===== src/rtl/mmio_pkg.sv =====
// rtl/mmio_pkg.sv - region nibbles, MMIO offsets, mem_sel encodings and TX state for mmio_ctrl
package mmio_pkg;

  localparam logic [3:0] REGION_BIOS = 4'b0100;
  localparam logic [3:0] REGION_MMIO = 4'b1000;

  localparam logic [7:0] OFF_STATUS = 8'h00;
  localparam logic [7:0] OFF_RX     = 8'h04;
  localparam logic [7:0] OFF_TX     = 8'h08;
  localparam logic [7:0] OFF_CYC    = 8'h10;
  localparam logic [7:0] OFF_INST   = 8'h14;
  localparam logic [7:0] OFF_CLR    = 8'h18;

  localparam logic [1:0] MEM_SEL_DMEM = 2'b00;
  localparam logic [1:0] MEM_SEL_MMIO = 2'b01;
  localparam logic [1:0] MEM_SEL_BIOS = 2'b10;

  typedef enum logic {
    TX_IDLE = 1'b0,
    TX_PEND = 1'b1
  } tx_state_e;

  function automatic logic [1:0] decode_region(input logic [3:0] nib);
    case (nib)
      REGION_BIOS: decode_region = MEM_SEL_BIOS;
      REGION_MMIO: decode_region = MEM_SEL_MMIO;
      default:     decode_region = MEM_SEL_DMEM;
    endcase
  endfunction

endpackage


===== src/rtl/mmio_tx_buffer.sv =====
// rtl/mmio_tx_buffer.sv - one-entry UART transmit holding register and TX FSM
module mmio_tx_buffer
  import mmio_pkg::*;
(
  input  logic       clk,
  input  logic       rst_n,
  input  logic       load,
  input  logic [7:0] din,
  output logic       free,
  output logic [7:0] uart_tx_data,
  output logic       uart_tx_valid,
  input  logic       uart_tx_ready
);

  tx_state_e  state_q, state_d;
  logic [7:0] data_q, data_d;

  always_ff @(posedge clk) begin
    if (!rst_n) begin
      state_q <= TX_IDLE;
      data_q  <= 8'h00;
    end else begin
      state_q <= state_d;
      data_q  <= data_d;
    end
  end

  always_comb begin
    state_d = state_q;
    data_d  = data_q;
    case (state_q)
      TX_IDLE: begin
        if (load) begin
          state_d = TX_PEND;
          data_d  = din;
        end
      end
      TX_PEND: begin
        // A store only lands while pending if the held byte leaves this same edge.
        if (uart_tx_ready) begin
          if (load) data_d = din;
          else      state_d = TX_IDLE;
        end
      end
      default: state_d = TX_IDLE;
    endcase
  end

  assign free          = (state_q == TX_IDLE);
  assign uart_tx_valid = (state_q == TX_PEND);
  assign uart_tx_data  = data_q;

endmodule


===== src/rtl/mmio_ctrl.sv =====
// rtl/mmio_ctrl.sv - MMIO decode, UART sequencing and perf counters; MMIO_COUNTERS_EN builds the counters
module mmio_ctrl
  import mmio_pkg::*;
#(
  parameter int unsigned CNT_W = 32
) (
  input  logic        clk,
  input  logic        rst_n,
  input  logic [31:0] addr,
  input  logic        mem_rd,
  input  logic        mem_wr,
  input  logic [31:0] wdata,
  input  logic        stall,
  input  logic        inst_retire,
  output logic [7:0]  uart_tx_data,
  output logic        uart_tx_valid,
  input  logic        uart_tx_ready,
  input  logic [7:0]  uart_rx_data,
  input  logic        uart_rx_valid,
  output logic        uart_rx_ready,
  output logic [31:0] uart_out,
  output logic [1:0]  mem_sel
);

  logic        is_mmio, rd_en, wr_en, tx_load, tx_free;
  logic [7:0]  offset;
  logic [31:0] rdata, cyc_rd, inst_rd;
  logic [31:0] uart_out_q, uart_out_d;
  logic [1:0]  mem_sel_q, mem_sel_d;

  assign is_mmio = (addr[31:28] == REGION_MMIO);
  assign offset  = addr[7:0];
  assign rd_en   = mem_rd & ~stall & is_mmio;
  assign wr_en   = mem_wr & ~stall & is_mmio;
  assign tx_load = wr_en & (offset == OFF_TX);

  assign uart_rx_ready = rst_n & rd_en & (offset == OFF_RX) & uart_rx_valid;

  mmio_tx_buffer u_tx (
    .clk           (clk),
    .rst_n         (rst_n),
    .load          (tx_load),
    .din           (wdata[7:0]),
    .free          (tx_free),
    .uart_tx_data  (uart_tx_data),
    .uart_tx_valid (uart_tx_valid),
    .uart_tx_ready (uart_tx_ready)
  );

`ifdef MMIO_COUNTERS_EN
  logic [CNT_W-1:0] cyc_q, cyc_d, inst_q, inst_d;
  logic             cnt_clr;

  assign cnt_clr = wr_en & (offset == OFF_CLR);

  always_comb begin
    cyc_d  = cnt_clr ? '0 : cyc_q + CNT_W'(1);
    inst_d = inst_q;
    if (cnt_clr)          inst_d = '0;
    else if (inst_retire) inst_d = inst_q + CNT_W'(1);
  end

  always_ff @(posedge clk) begin
    if (!rst_n) begin
      cyc_q  <= '0;
      inst_q <= '0;
    end else begin
      cyc_q  <= cyc_d;
      inst_q <= inst_d;
    end
  end

  assign cyc_rd  = 32'(cyc_q);
  assign inst_rd = 32'(inst_q);

  logic unused_bits;
  assign unused_bits = ^{addr[27:8], wdata[31:8]};
`else
  assign cyc_rd  = 32'h0;
  assign inst_rd = 32'h0;

  logic unused_bits;
  assign unused_bits = ^{addr[27:8], wdata[31:8], inst_retire, 32'(CNT_W)};
`endif

  always_comb begin
    rdata = 32'h0;
    case (offset)
      OFF_STATUS: rdata = {30'b0, uart_rx_valid, tx_free};
      OFF_RX:     rdata = {24'b0, uart_rx_data};
      OFF_CYC:    rdata = cyc_rd;
      OFF_INST:   rdata = inst_rd;
      default:    rdata = 32'h0;
    endcase
  end

  // mem_sel tracks every non-stalled address so writeback lines up with DMEM/BIOS data.
  always_comb begin
    mem_sel_d  = stall ? mem_sel_q : decode_region(addr[31:28]);
    uart_out_d = rd_en ? rdata : uart_out_q;
  end

  always_ff @(posedge clk) begin
    if (!rst_n) begin
      uart_out_q <= 32'h0;
      mem_sel_q  <= MEM_SEL_DMEM;
    end else begin
      uart_out_q <= uart_out_d;
      mem_sel_q  <= mem_sel_d;
    end
  end

  assign uart_out = uart_out_q;
  assign mem_sel  = mem_sel_q;

endmodule


===== config.mk =====
export PLATFORM = sky130hd
export DESIGN_NAME = mmio_ctrl
export DESIGN_NICKNAME = d
export VERILOG_FILES = /design/src/rtl/mmio_pkg.sv /design/src/rtl/mmio_tx_buffer.sv /design/src/rtl/mmio_ctrl.sv
export SDC_FILE = /design/constraint.sdc
export NUM_CORES = 1
export LEC_CHECK = 0
export ABC_CLOCK_PERIOD_IN_PS = 2100
export CAP_MARGIN = 20
export CORE_MARGIN = 4
export CORE_UTILIZATION = 25
export DETAILED_ROUTE_END_ITERATION = 12
export PLACE_DENSITY_LB_ADDON = 0.3
export SLEW_MARGIN = 20
export SYNTH_ARGS = -nofsm -noshare
export SYNTH_HDL_FRONTEND = slang
export SYNTH_HIERARCHICAL = 1
export SYNTH_SLANG_ARGS = --single-unit

===== constraint.sdc =====
create_clock -name clk -period 2.1 [get_ports clk]
set_clock_uncertainty 0.05 [all_clocks]
set_input_delay 0.42 -clock clk [delete_from_list [all_inputs] [get_ports clk]]
set_output_delay 0.42 -clock clk [all_outputs]
set_load 0.05 [all_outputs]

run_1/metal_stack.png
Bar = 20 µm.
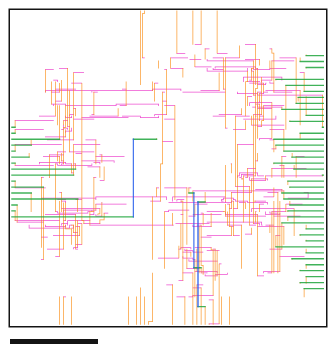
met4 -> blue  # wire length 58.5 µm
met3 -> green  # wire length 375 µm
met2 -> orange  # wire length 1,220 µm
met1 -> magenta  # wire length 996 µm
Total Routed Length: 2650 µm
overall track demand over capacity in global routing: 10.7%

run_1/wire_density.png
Bar = 20 µm. 14 x 14 tiles, from dark blue (low) to red (high), scaled to the fullest tile. Values are wire area over tile area, all layers added.
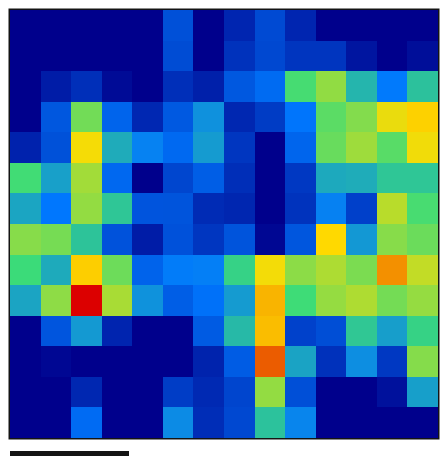
nearly empty tiles = 25%
tiles over half the peak = 22%
emptiest ninth of the die = upper left
densest ninth of the die = middle right
via count of the routed design: 906
Routed WL per cell: 12.3 µm

run_1/registers.png
Bar = 20 µm. Other sequential cells in the stronger gray, the rest of the logic in the fainter gray.
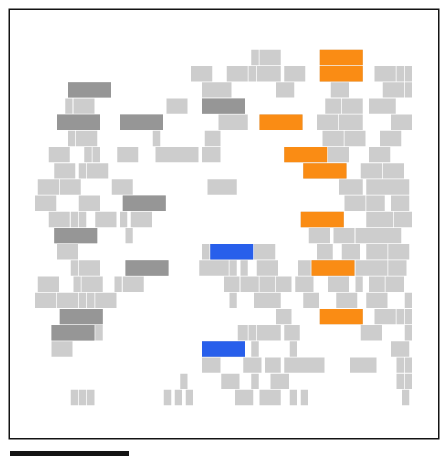
`mem_sel` -> blue  # flops 2
`uart_out` -> orange  # flops 8
not colored = 9

run_1/final_congestion.png
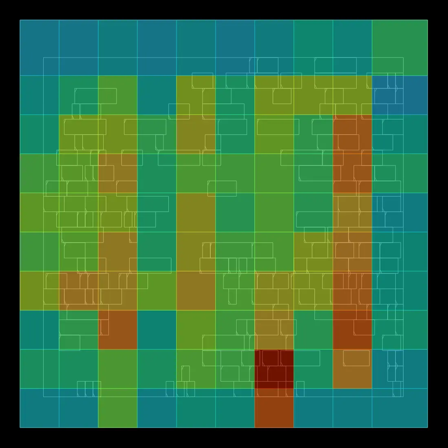
GRT met3 Usage: 4.43%
final core utilization: 43.1%

==> datasheet_impl.txt, run 1 <==
Table: implementation figures

Parameter                              Value

Placement
  Worst slack at placement    -218 ps
  Post-DP Area    1580 µm²
  Half-perimeter wire length of the detailed placement result    2170 µm
  Final Wtd Congestion    0.743
  Port bufs    54

STA
  Final total negative setup slack    0 ps
  Total setup violations reported at the end of the flow    0
  Period minus WS final    2030 ps
  Remaining max-slew budget at the tightest pin    64.5%
  Number of hold violations in the final report    0
  Slack of the critical path    66.0 ps
  Period utilisation layout    96.9%
  Maximum operating frequency    492 MHz
  Post-Route Hold Slack    411 ps
  Setup repair after global routing missed its margin    no
  Transition at the pin with the smallest max-transition slack    532 ps
  Count of final max-slew check failures    0

Synthesis
  Area share of the largest cell type after synthesis    37.3%
  Average instance area after synthesis    9.72 µm²
  Share of async-settable or async-resettable flops after synthesis    0%
  # Cells Yosys    105
  Top logic cell family in the synthesized netlist    buffers and inverters
  Area leader, netlist    sky130_fd_sc_hd__dfxtp_1
  Top area cell types    sky130_fd_sc_hd__dfxtp_1 37%, sky130_fd_sc_hd__buf_4 18%, sky130_fd_sc_hd__mux2i_1 7.8%, sky130_fd_sc_hd__nand2_1 6.3%, sky130_fd_sc_hd__a32o_1 5.9%
  Post-synthesis simple-gate area fraction    19.0%
  Xor and xnor fraction of the mapped netlist area    0%
  Flip-flops with a built-in enable    0
  AND-OR/OR-AND share of the synthesized area    10.8%
  Adder Share, Synth    0%
  Post-synthesis cell type with the largest instance count    sky130_fd_sc_hd__buf_4
  Yosys Chip Area    1020 µm²
  Most used DFF post-synth    sky130_fd_sc_hd__dfxtp_1
  Flops & latches, synth    19
  Post-synthesis cell area    1020 µm²
  Synthesis Warnings    6
  Post-synthesis instance total    105
  Multiplexer share of the synthesized area    10.0%
  Sequential area share after synthesis    37.3%
  Synth cell count leaders    25 x sky130_fd_sc_hd__buf_4, 19 x sky130_fd_sc_hd__dfxtp_1, 17 x sky130_fd_sc_hd__nand2_1
  Distinct lib cells used    28

Critical path
  Largest incremental delay on the critical path    290 ps
  Critical path buffer and inverter count    2
  Kind of start point of the critical path    input pin
  CP delay by family, top    simple AND/OR/NAND/NOR gates
  WS Path Type    in2out
  Slowest cell on the critical path    sky130_fd_sc_hd__nor4_2
  CP Data Arrival Time    1560 ps
  Cell count along the critical path    5
  Minimum setup slack among reg-to-reg paths    1040 ps
  Maximum fanout encountered on the critical timing path    2
  Launch point of the worst reg-to-reg path    u_tx/uart_tx_valid
  Cell-by-cell listing of the critical path    dlygate4sd2_1 -> nor4_2 -> and4_1 -> and3_4 -> buf_12
  Critical path startpoint    addr[0]
  Cell depth of the worst flop-to-flop path    4
  Worst setup path endpoint    uart_rx_ready
  Data required time of the worst path    1630 ps
  Crit path capture type    primary output
  Capture point of the worst reg-to-reg path    u_tx/uart_tx_data[4]

Detailed routing
  Uppermost routed layer    met4
  Sum of routed wire segments on met1    995 µm
  Number of routed nets with antenna violations    0
  First-pass iteration count of the detailed router    4
  Number of vias per cell    4.21
  DRC marker count from the first detailed-route iteration    19
  Met3 wirelength from detailed routing    374 µm
  Metal2 WL    1220 µm
  Number of design rule violations left after detail routing    0

Finish
  Number of fill cells    380
  Diodes inserted    0
  Cell area after layout    1640 µm²
  Final Net Count    248
  Synth-to-Final Area Change    60.5%
  Most frequently placed logic cells in the final layout    39 x sky130_fd_sc_hd__clkdlybuf4s50_1, 24 x sky130_fd_sc_hd__conb_1, 19 x sky130_fd_sc_hd__dfxtp_1
  Most common library cell in the layout ignoring fill and taps    sky130_fd_sc_hd__clkdlybuf4s50_1
  Ratio of cells with drive above 1 in the final layout    14.4%

Clock tree
  Clock buffers created by TritonCTS    3
  Clk sinks    19
  Number of hold buffers added after CTS    0
  Maximum clock insertion buffer count    2
  Clock tree from TritonCTS    built
  Clock root buffer    sky130_fd_sc_hd__clkbuf_8
  H-tree depth    1
  Latest clock arrival within the worst-skew pair    250 ps
  Clock-pin slew on the worst setup and hold paths    70 ps

Global routing
  Gr ovfl total    0
  Via count of the first global-routing pass    979
  Most Crowded Layer GR    met2
  Met2 track demand over resource in global routing    18.8%
  Initial antenna violation count    0
  First-pass GRT wire length    4410 µm
  Largest net degree at the start of global routing    19
  Met1 Track Usage GR    10.9%

Power and ir drop
  Areal power density over the cells    496 nW/µm²
  Peak ir drop on the vdd network    0.000201 V
  P_leak    0.000668 µW

Flow run
  Tool warning count    71
  Number of max-cap violations    0

Die
  Die boundary height    71.9 µm
  Die Size    5170 µm²
  Count of pins on the block boundary    124
  Starting density of the core    26.9%
  # rows    22
  Die width    71.9 µm
  Floorplan Core Area    3800 µm²

Status
  Outcome    complete, no violations

Worst hold path
  Worst Hold Class    reg2reg
[run 1: metrics by stage]
step,instances,power (µW)
2_1_floorplan,128,525
3_3_place_gp,210,572
3_5_place_dp,210,574
4_1_cts,215,826
5_1_grt,215,855
6_report,215,813
[run 1: what timing repair did]
item                                    CTS  global route
resized                                  14             3
endpoints found under the setup margin    1             9
buffers inserted                          1             0
pin swaps                                 5             2
[run 1: final cells by class]
class	count	area (µm²)	share of cell area (%)
Clock buffer	4	45.0	2.75
Sequential cell	19	380	23.2
Inverter	3	11.3	0.687
Timing Repair Buffer	64	628	38.3
Tap cell	48	60.1	3.66
Multi-Input combinational cell	77	514	31.4
[run 1: how the worst min path moves through the flow]
stage,endpoint,cells after the start,startpoint,slack [ps]
after floorplan,u_tx/uart_tx_data[0],2,wdata[0],510
after global placement,u_tx/uart_tx_data[5],2,u_tx/uart_tx_data[5],390
after detailed placement,u_tx/uart_tx_data[3],2,u_tx/uart_tx_data[3],400
after CTS,u_tx/uart_tx_data[6],2,u_tx/uart_tx_data[6],410
after global routing,u_tx/uart_tx_data[6],2,u_tx/uart_tx_data[6],450
final,u_tx/uart_tx_data[6],2,u_tx/uart_tx_data[6],410
[run 1: where the power goes]
group          switching, µW  total [µW]  internal [µW]
Combinational            133         201           67.4
Sequential             0.334         361            361
Clock                    117         251            135
[run 1: logic make-up after synthesis]
kind of cell | after synthesis
flip-flops | 19
AND/OR/NAND/NOR | 31
buffers and inverters | 32
AND-OR/OR-AND | 12
multiplexers | 10
other | 1
[run 1: state kept, by name, summed over array words and instances (netlist names)]
| register | count |
|---|---|
| u_tx/uart_tx_valid | 1 |
| u_tx/uart_tx_data | 8 |
| uart_out | 8 |
| mem_sel | 2 |
run_1/cell_classes.png
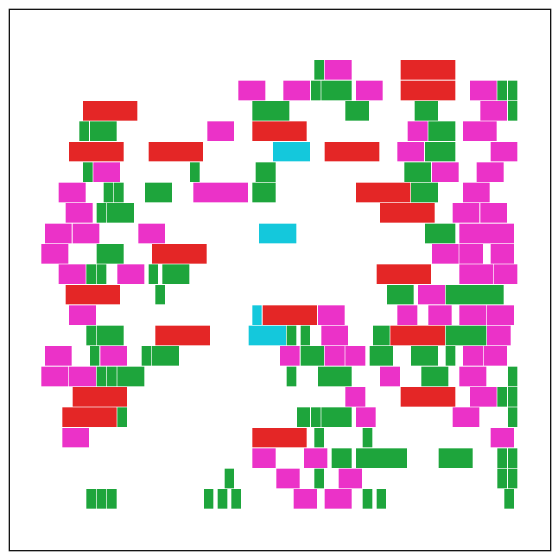

==> run 2: changes to the inputs <==
--- a/config.mk
+++ b/config.mk
@@ -10,6 +10,7 @@
 export CORE_MARGIN = 4
 export CORE_UTILIZATION = 25
 export DETAILED_ROUTE_END_ITERATION = 12
+export GPL_TIMING_DRIVEN = 0
 export PLACE_DENSITY_LB_ADDON = 0.3
 export SLEW_MARGIN = 20
 export SYNTH_ARGS = -nofsm -noshare
run_2/cell_classes.png
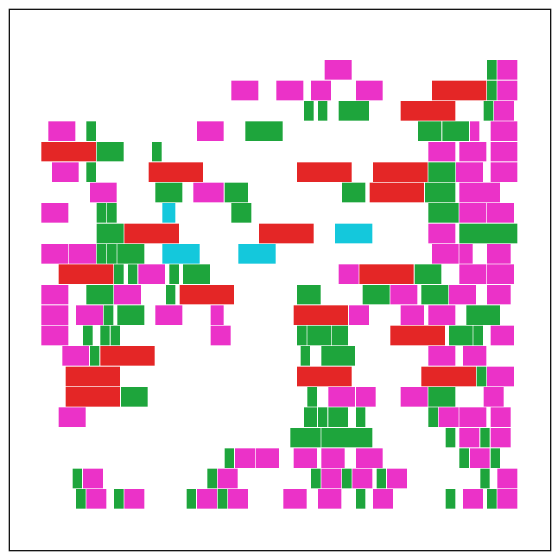
clock drivers and dummy loads -> cyan  # cells 4
all other logic -> green  # cells 80
other buffers and delay cells -> magenta  # cells 84
flip-flops -> red  # cells 19

run_2/metal_stack.png
Bar = 20 µm.
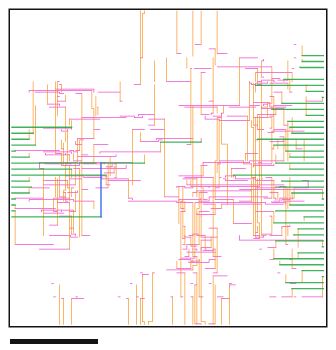
met2 -> orange  # wire length 1,260 µm
met3 -> green  # wire length 445 µm
met1 -> magenta  # wire length 987 µm
met4 -> blue  # wire length 12.2 µm

==> run 2 against run 1 <==
  * Sequential power is essentially flat
  * Count of clock-buffer cells in the layout is 1 lower
  * Largest power group unchanged
  * Largest cell class unchanged
  * Design area grew 7.0%
  * First-iteration DRC count increased by 37%
==> datasheet_impl.txt, run 2 <==
Table: implementation figures

Parameter                              Value

Worst hold path
  Worst Hold Class    reg2reg (unchanged)

Detailed routing
  Uppermost routed layer    met4 (unchanged)
  Metal2 WL    1260 µm (was 1220 µm)
  Number of routed nets with antenna violations    0 (unchanged)
  Sum of routed wire segments on met1    986 µm (was 995 µm)
  Routed WL per cell    11.5 µm (was 12.3 µm)
  Via count of the routed design    947 (was 906)

Synthesis
  Post-synthesis cell type with the largest instance count    sky130_fd_sc_hd__buf_4 (unchanged)
  Area share of the largest cell type after synthesis    37.3% (unchanged)
  Distinct lib cells used    28 (unchanged)
  Adder Share, Synth    0% (unchanged)
  Post-synthesis simple-gate area fraction    19.0% (unchanged)
  Post-synthesis instance total    105 (unchanged)
  AND-OR/OR-AND share of the synthesized area    10.8% (unchanged)
  Yosys Chip Area    1020 µm² (unchanged)
  Most used DFF post-synth    sky130_fd_sc_hd__dfxtp_1 (unchanged)
  Xor and xnor fraction of the mapped netlist area    0% (unchanged)
  Average instance area after synthesis    9.72 µm² (unchanged)
  Top area cell types    sky130_fd_sc_hd__dfxtp_1 37%, sky130_fd_sc_hd__buf_4 18%, sky130_fd_sc_hd__mux2i_1 7.8%, sky130_fd_sc_hd__nand2_1 6.3%, sky130_fd_sc_hd__a32o_1 5.9% (unchanged)
  Flops & latches, synth    19 (unchanged)
  Post-synthesis cell area    1020 µm² (unchanged)
  Area leader, netlist    sky130_fd_sc_hd__dfxtp_1 (unchanged)

Clock tree
  Clock buffers created by TritonCTS    3 (unchanged)
  Maximum clock insertion buffer count    2 (unchanged)
  Setup bufs post-CTS    3 (was 1)
  Latest clock arrival within the worst-skew pair    250 ps (about the same)
  Clk sinks    19 (unchanged)
  H-tree depth    1 (unchanged)
  Clock root buffer    sky130_fd_sc_hd__clkbuf_8 (unchanged)
  Post-CTS resize count    27 (was 14)

Critical path
  Maximum fanout encountered on the critical timing path    2 (unchanged)
  CP delay by family, top    simple AND/OR/NAND/NOR gates (unchanged)
  Kind of start point of the critical path    input pin (unchanged)
  Largest incremental delay on the critical path    300 ps (was 290 ps)
  WS Path Type    in2out (unchanged)
  Crit path capture type    primary output (unchanged)
  Critical path buffer and inverter count    2 (unchanged)

Finish
  Diodes inserted    0 (unchanged)
  Final core utilization    46.2% (was 43.1%)
  Most common library cell in the layout ignoring fill and taps    sky130_fd_sc_hd__clkdlybuf4s50_1 (unchanged)
  Final Net Count    268 (was 248)
  Most frequently placed logic cells in the final layout    38 x sky130_fd_sc_hd__clkdlybuf4s50_1, 28 x sky130_fd_sc_hd__buf_4, 24 x sky130_fd_sc_hd__conb_1 (was 39 x sky130_fd_sc_hd__clkdlybuf4s50_1, 24 x sky130_fd_sc_hd__conb_1, 19 x sky130_fd_sc_hd__dfxtp_1)

Flow run
  Number of max-cap violations    0 (unchanged)
  Tool warning count    71 (unchanged)

Power and ir drop
  Peak ir drop on the vdd network    0.000392 V (was 0.000201 V)
  Sw power    259 µW (was 250 µW)
  Total power draw    841 µW (was 813 µW)
  Internal portion of total power    583 µW (was 563 µW)
  Areal power density over the cells    480 nW/µm² (was 496 nW/µm²)
  Clock group share of total power    30.0% (was 30.9%)

STA
  Remaining max-slew budget at the tightest pin    65.3% (was 64.5%)

Placement
  Number of placed cells counting well taps    229 (was 210)
  Port bufs    53 (was 54)

Global routing
  Overall track demand over capacity in global routing    10.3% (was 10.7%)
  Met2 track demand over resource in global routing    18.0% (was 18.8%)
  Via count of the first global-routing pass    946 (was 979)

Status
  Outcome    complete, no violations (unchanged)

Die
  Die boundary height    71.9 µm (unchanged)
  Die Size    5170 µm² (unchanged)
  # rows    22 (unchanged)
  Floorplan Core Area    3800 µm² (unchanged)
  Count of pins on the block boundary    124 (unchanged)
run_2/registers.png
Bar = 20 µm. Other sequential cells in the stronger gray, the rest of the logic in the fainter gray.
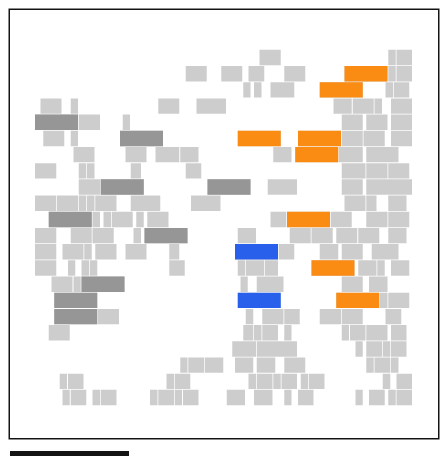
`mem_sel` -> blue  # flops 2
`uart_out` -> orange  # flops 8

==> run 2: cell counts after synthesis <==
Identical to the previous run, type by type.
==> run 2: cell type report <==
type                    instances  area, µm²
clock inverters                 1       5.00
inverters                       3       11.3
flip-flops and latches         19        380
well taps                      48       60.1
fillers                       368       2040
clock buffers                   3       41.3
repair buffers                 56        541
plain buffers                  28        208
multi-input cells              77        508
==> run 2: per-stage QoR <==
| step | instance area (µm²) | setup slack, ps | setup TNS [ps] | hold WS, ps |
|---|---|---|---|---|
| after floorplan | 1110 | 163 | 0 | 512 |
| after global placement | 1700 | -879 | -1260 | 392 |
| after detailed placement | 1700 | -900 | -1300 | 403 |
| after CTS | 1770 | 12.2 | 0 | 416 |
| after global routing | 1750 | 2.17 | 0 | 441 |
| final | 1750 | 29.4 | 0 | 408 |
==> run 2: worst min-delay path, cell delays in order (launching register included) <==
cell and delay [ps]:
sky130_fd_sc_hd__dfxtp_1 310, sky130_fd_sc_hd__nand2_1 50, sky130_fd_sc_hd__mux2i_1 50
==> run 2: worst paths after layout <==
| check | start | to | slack, ps | depth (start not counted) |
|---|---|---|---|---|
| max reg2reg | u_tx/uart_tx_valid | u_tx/uart_tx_data[0] | 1050 | 4 |
| min | u_tx/uart_tx_data[2] | u_tx/uart_tx_data[2] | 410 | 2 |
| min reg2reg | u_tx/uart_tx_data[2] | u_tx/uart_tx_data[2] | 410 | 2 |
| max | addr[29] | uart_rx_ready | 30 | 5 |
==> run 2: power groups by stage <==
stage | Sequential (µW) | Combinational [µW] | Clock, µW
detailed placement | 369 | 232 | 0
CTS | 361 | 227 | 266
global placement | 369 | 229 | 0
finish | 361 | 228 | 253
floorplan | 371 | 154 | 0
global route | 361 | 241 | 287
run_2/final_congestion.png
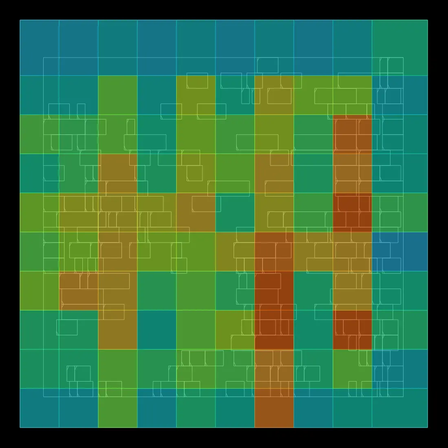

==> run 3: changes to the inputs <==
--- a/config.mk
+++ b/config.mk
@@ -11,7 +11,7 @@
 export CORE_UTILIZATION = 25
 export DETAILED_ROUTE_END_ITERATION = 12
 export GPL_TIMING_DRIVEN = 0
-export PLACE_DENSITY_LB_ADDON = 0.3
+export PLACE_DENSITY = 0.77
 export SLEW_MARGIN = 20
 export SYNTH_ARGS = -nofsm -noshare
 export SYNTH_HDL_FRONTEND = slang
run_3/final_congestion.png
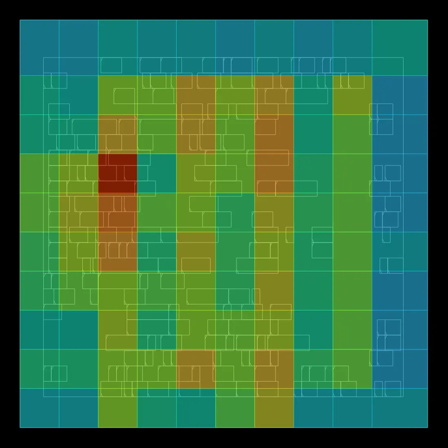
final core utilization: 46.5%
GRT met3 Usage: 3.46%
overall track demand over capacity in global routing: 9.05%
Routed WL per cell: 10.7 µm

run_3/metal_stack.png
Bar = 20 µm.
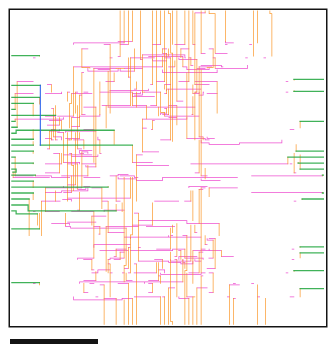
met4 -> blue  # wire length 13.6 µm
met1 -> magenta  # wire length 971 µm
met2 -> orange  # wire length 1,280 µm
met3 -> green  # wire length 260 µm

==> run 3 against run 2 <==
  * Combinational power is essentially flat
  * Power shrank 0.86%
  * Wire length shrank 6.7%
  * Final cell count grew 0.43%
  * Largest power group unchanged
==> datasheet_impl.txt, run 3 <==
Table: implementation figures

Parameter                              Value

Status
  Outcome    complete, no violations (unchanged)

Critical path
  CP Data Arrival Time    1600 ps (about the same)
  WS Path Type    in2out (unchanged)
  Cell-by-cell listing of the critical path    dlygate4sd2_1 -> nor4_4 -> and4_1 -> buf_6 -> and3_4 -> buf_8 (was dlygate4sd2_1 -> nor4_2 -> and4_1 -> and3_4 -> buf_8)
  Data required time of the worst path    1630 ps (about the same)
  CP delay by family, top    simple AND/OR/NAND/NOR gates (unchanged)
  Critical path buffer and inverter count    3 (was 2)
  Slowest cell on the critical path    sky130_fd_sc_hd__nor4_4 (was sky130_fd_sc_hd__nor4_2)
  Maximum fanout encountered on the critical timing path    2 (unchanged)
  Crit path capture type    primary output (unchanged)
  Kind of start point of the critical path    input pin (unchanged)
  Largest incremental delay on the critical path    260 ps (was 300 ps)

Synthesis
  Top area cell types    sky130_fd_sc_hd__dfxtp_1 37%, sky130_fd_sc_hd__buf_4 18%, sky130_fd_sc_hd__mux2i_1 7.8%, sky130_fd_sc_hd__nand2_1 6.3%, sky130_fd_sc_hd__a32o_1 5.9% (unchanged)
  Share of async-settable or async-resettable flops after synthesis    0% (unchanged)
  Average instance area after synthesis    9.72 µm² (unchanged)
  Most used DFF post-synth    sky130_fd_sc_hd__dfxtp_1 (unchanged)
  Sequential area share after synthesis    37.3% (unchanged)
  Post-synthesis cell area    1020 µm² (unchanged)
  Distinct lib cells used    28 (unchanged)
  Yosys Chip Area    1020 µm² (unchanged)
  Synth cell count leaders    25 x sky130_fd_sc_hd__buf_4, 19 x sky130_fd_sc_hd__dfxtp_1, 17 x sky130_fd_sc_hd__nand2_1 (unchanged)
  Post-synthesis cell type with the largest instance count    sky130_fd_sc_hd__buf_4 (unchanged)
  Synthesis Warnings    6 (unchanged)
  Flip-flops with a built-in enable    0 (unchanged)
  # Cells Yosys    105 (unchanged)
  Area share of the largest cell type after synthesis    37.3% (unchanged)
  Area leader, netlist    sky130_fd_sc_hd__dfxtp_1 (unchanged)
  Flops & latches, synth    19 (unchanged)

Finish
  Synth-to-Final Area Change    73.0% (was 71.8%)
  Fin cells    236 (was 235)
  Most common library cell in the layout ignoring fill and taps    sky130_fd_sc_hd__clkdlybuf4s50_1 (unchanged)
  Diodes inserted    0 (unchanged)
  Ratio of cells with drive above 1 in the final layout    23.4% (was 24.1%)
  Final Net Count    269 (was 268)
  Most frequently placed logic cells in the final layout    38 x sky130_fd_sc_hd__clkdlybuf4s50_1, 28 x sky130_fd_sc_hd__buf_4, 24 x sky130_fd_sc_hd__conb_1 (unchanged)
  Number of fill cells    370 (was 368)

Global routing
  Initial antenna violation count    0 (unchanged)
  First-pass GRT wire length    3770 µm (was 4220 µm)
  Largest net degree at the start of global routing    11 (was 12)
  Gr ovfl total    0 (unchanged)
  Via count of the first global-routing pass    856 (was 946)

Die
  Die boundary height    71.9 µm (unchanged)
  Floorplan Core Area    3800 µm² (unchanged)
  # rows    22 (unchanged)
  Starting density of the core    26.9% (unchanged)
  Die Size    5170 µm² (unchanged)
  Count of pins on the block boundary    124 (unchanged)

Clock tree
  Maximum clock insertion buffer count    2 (unchanged)
  H-tree depth    1 (unchanged)
  Clk sinks    19 (unchanged)
  Setup bufs post-CTS    2 (was 3)
  Clock root buffer    sky130_fd_sc_hd__clkbuf_8 (unchanged)
  Clock buffers created by TritonCTS    3 (unchanged)
  Clock tree from TritonCTS    built (unchanged)
  Post-CTS resize count    23 (was 27)
  Latest clock arrival within the worst-skew pair    250 ps (about the same)
  Number of hold buffers added after CTS    0 (unchanged)

STA
  Slack of the critical path    33.2 ps (was 29.4 ps)
  Count of final max-slew check failures    0 (unchanged)
  Maximum operating frequency    484 MHz (was 483 MHz)
  Period utilisation layout    98.4% (was 98.6%)
  Setup repair after global routing missed its margin    no (unchanged)
  Number of hold violations in the final report    0 (unchanged)
  Total setup violations reported at the end of the flow    0 (unchanged)
  Period minus WS final    2070 ps (about the same)
  Transition at the pin with the smallest max-transition slack    516 ps (was 519 ps)

Power and ir drop
  Total power draw    834 µW (was 841 µW)
  Areal power density over the cells    472 nW/µm² (was 480 nW/µm²)
  Peak ir drop on the vdd network    0.000190 V (was 0.000392 V)
  P_leak    0.000761 µW (was 0.000756 µW)

Worst hold path
  Worst Hold Class    reg2reg (unchanged)

Detailed routing
  First-pass iteration count of the detailed router    4 (unchanged)
  Number of design rule violations left after detail routing    0 (unchanged)
  Number of vias per cell    3.88 (was 4.03)
  Number of routed nets with antenna violations    0 (unchanged)

Placement
  Port bufs    53 (unchanged)
  Final Wtd Congestion    0.646 (was 0.799)
  Half-perimeter wire length of the detailed placement result    2060 µm (was 2230 µm)
  Worst slack at placement    -908 ps (was -900 ps)
  Number of placed cells counting well taps    229 (unchanged)

Flow run
  Tool warning count    71 (unchanged)
  Number of max-cap violations    0 (unchanged)
run_3/wire_density.png
Bar = 20 µm. 14 x 14 tiles, from dark blue (low) to red (high), scaled to the fullest tile. Values are wire area over tile area, all layers added.
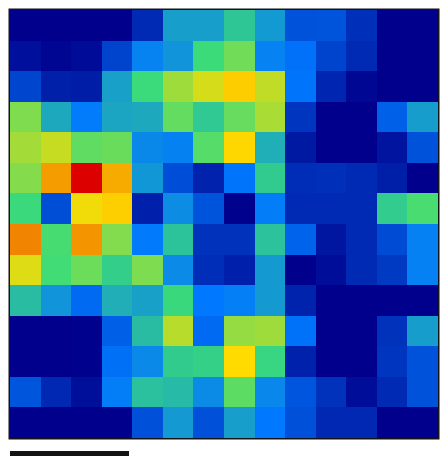
mean over tiles = 0.080
densest ninth of the die = middle left
nearly empty tiles = 20%
fullest tile = 0.31
Total Routed Length: 2520 µm
via count of the routed design: 915

[run 3: metrics by stage]
step | TNS [ps] | hold WS, ps | cell area (µm²)
after floorplan | 0 | 512 | 1110
after global placement | -1030 | 388 | 1700
after detailed placement | -1270 | 402 | 1700
after CTS | 0 | 410 | 1750
after global routing | 0 | 429 | 1770
final | 0 | 400 | 1770
[run 3: cell families (layout without fill, tap and decap cells)]
family | Yosys count | after routing | share of synthesized area [%]
DFF | 19 | 19 | 37.3
muxes | 10 | 10 | 10.0
and+or+nand+nor | 31 | 31 | 19.0
AOI/OAI and AO/OA | 12 | 12 | 10.8
buffers and inverters | 32 | 92 | 22.5
other | 1 | 24 | 0.367
[run 3: final cells by class]
class | instances | area [µm²] | area share, %
timing repair buffer | 56 | 543 | 30.7
multi-input combinational | 77 | 508 | 28.8
sequential | 19 | 380 | 21.5
buffer | 29 | 219 | 12.4
tap | 48 | 60.1 | 3.40
clock buffer | 4 | 45.0 | 2.55
inverter | 3 | 11.3 | 0.637
[run 3: where the power goes]
part / total [µW] / switching (µW) / internal, µW
combinational: 226 / 135 / 90.6
clock: 247 / 113 / 134
sequential: 361 / 0.234 / 361
total: 834 / 249 / 586
[run 3: final timing paths]
kind,start,slack (ps),endpoint,cells after the start
worst min-delay path,mem_sel[1],400,mem_sel[1],2
worst min register to register,mem_sel[1],400,mem_sel[1],2
worst max register to register,u_tx/uart_tx_valid,1070,u_tx/uart_tx_data[1],4
worst max-delay path,addr[4],30,uart_rx_ready,6
[run 3: per-layer routing]
metal / part of all wire [%] / global-route usage (%) / routed length, µm / up-vias
met1: 38 / 9.51 / 971 / 395
li1: - / - / - / 480
met2: 51 / 17.0 / 1280 / 38
met5: 0 / 0 / 0 / -
met4: 0.52 / 1.88 / 13 / 0
met3: 10 / 3.46 / 259 / 2
No activity file was given, so power comes from the tool's default toggle rates.
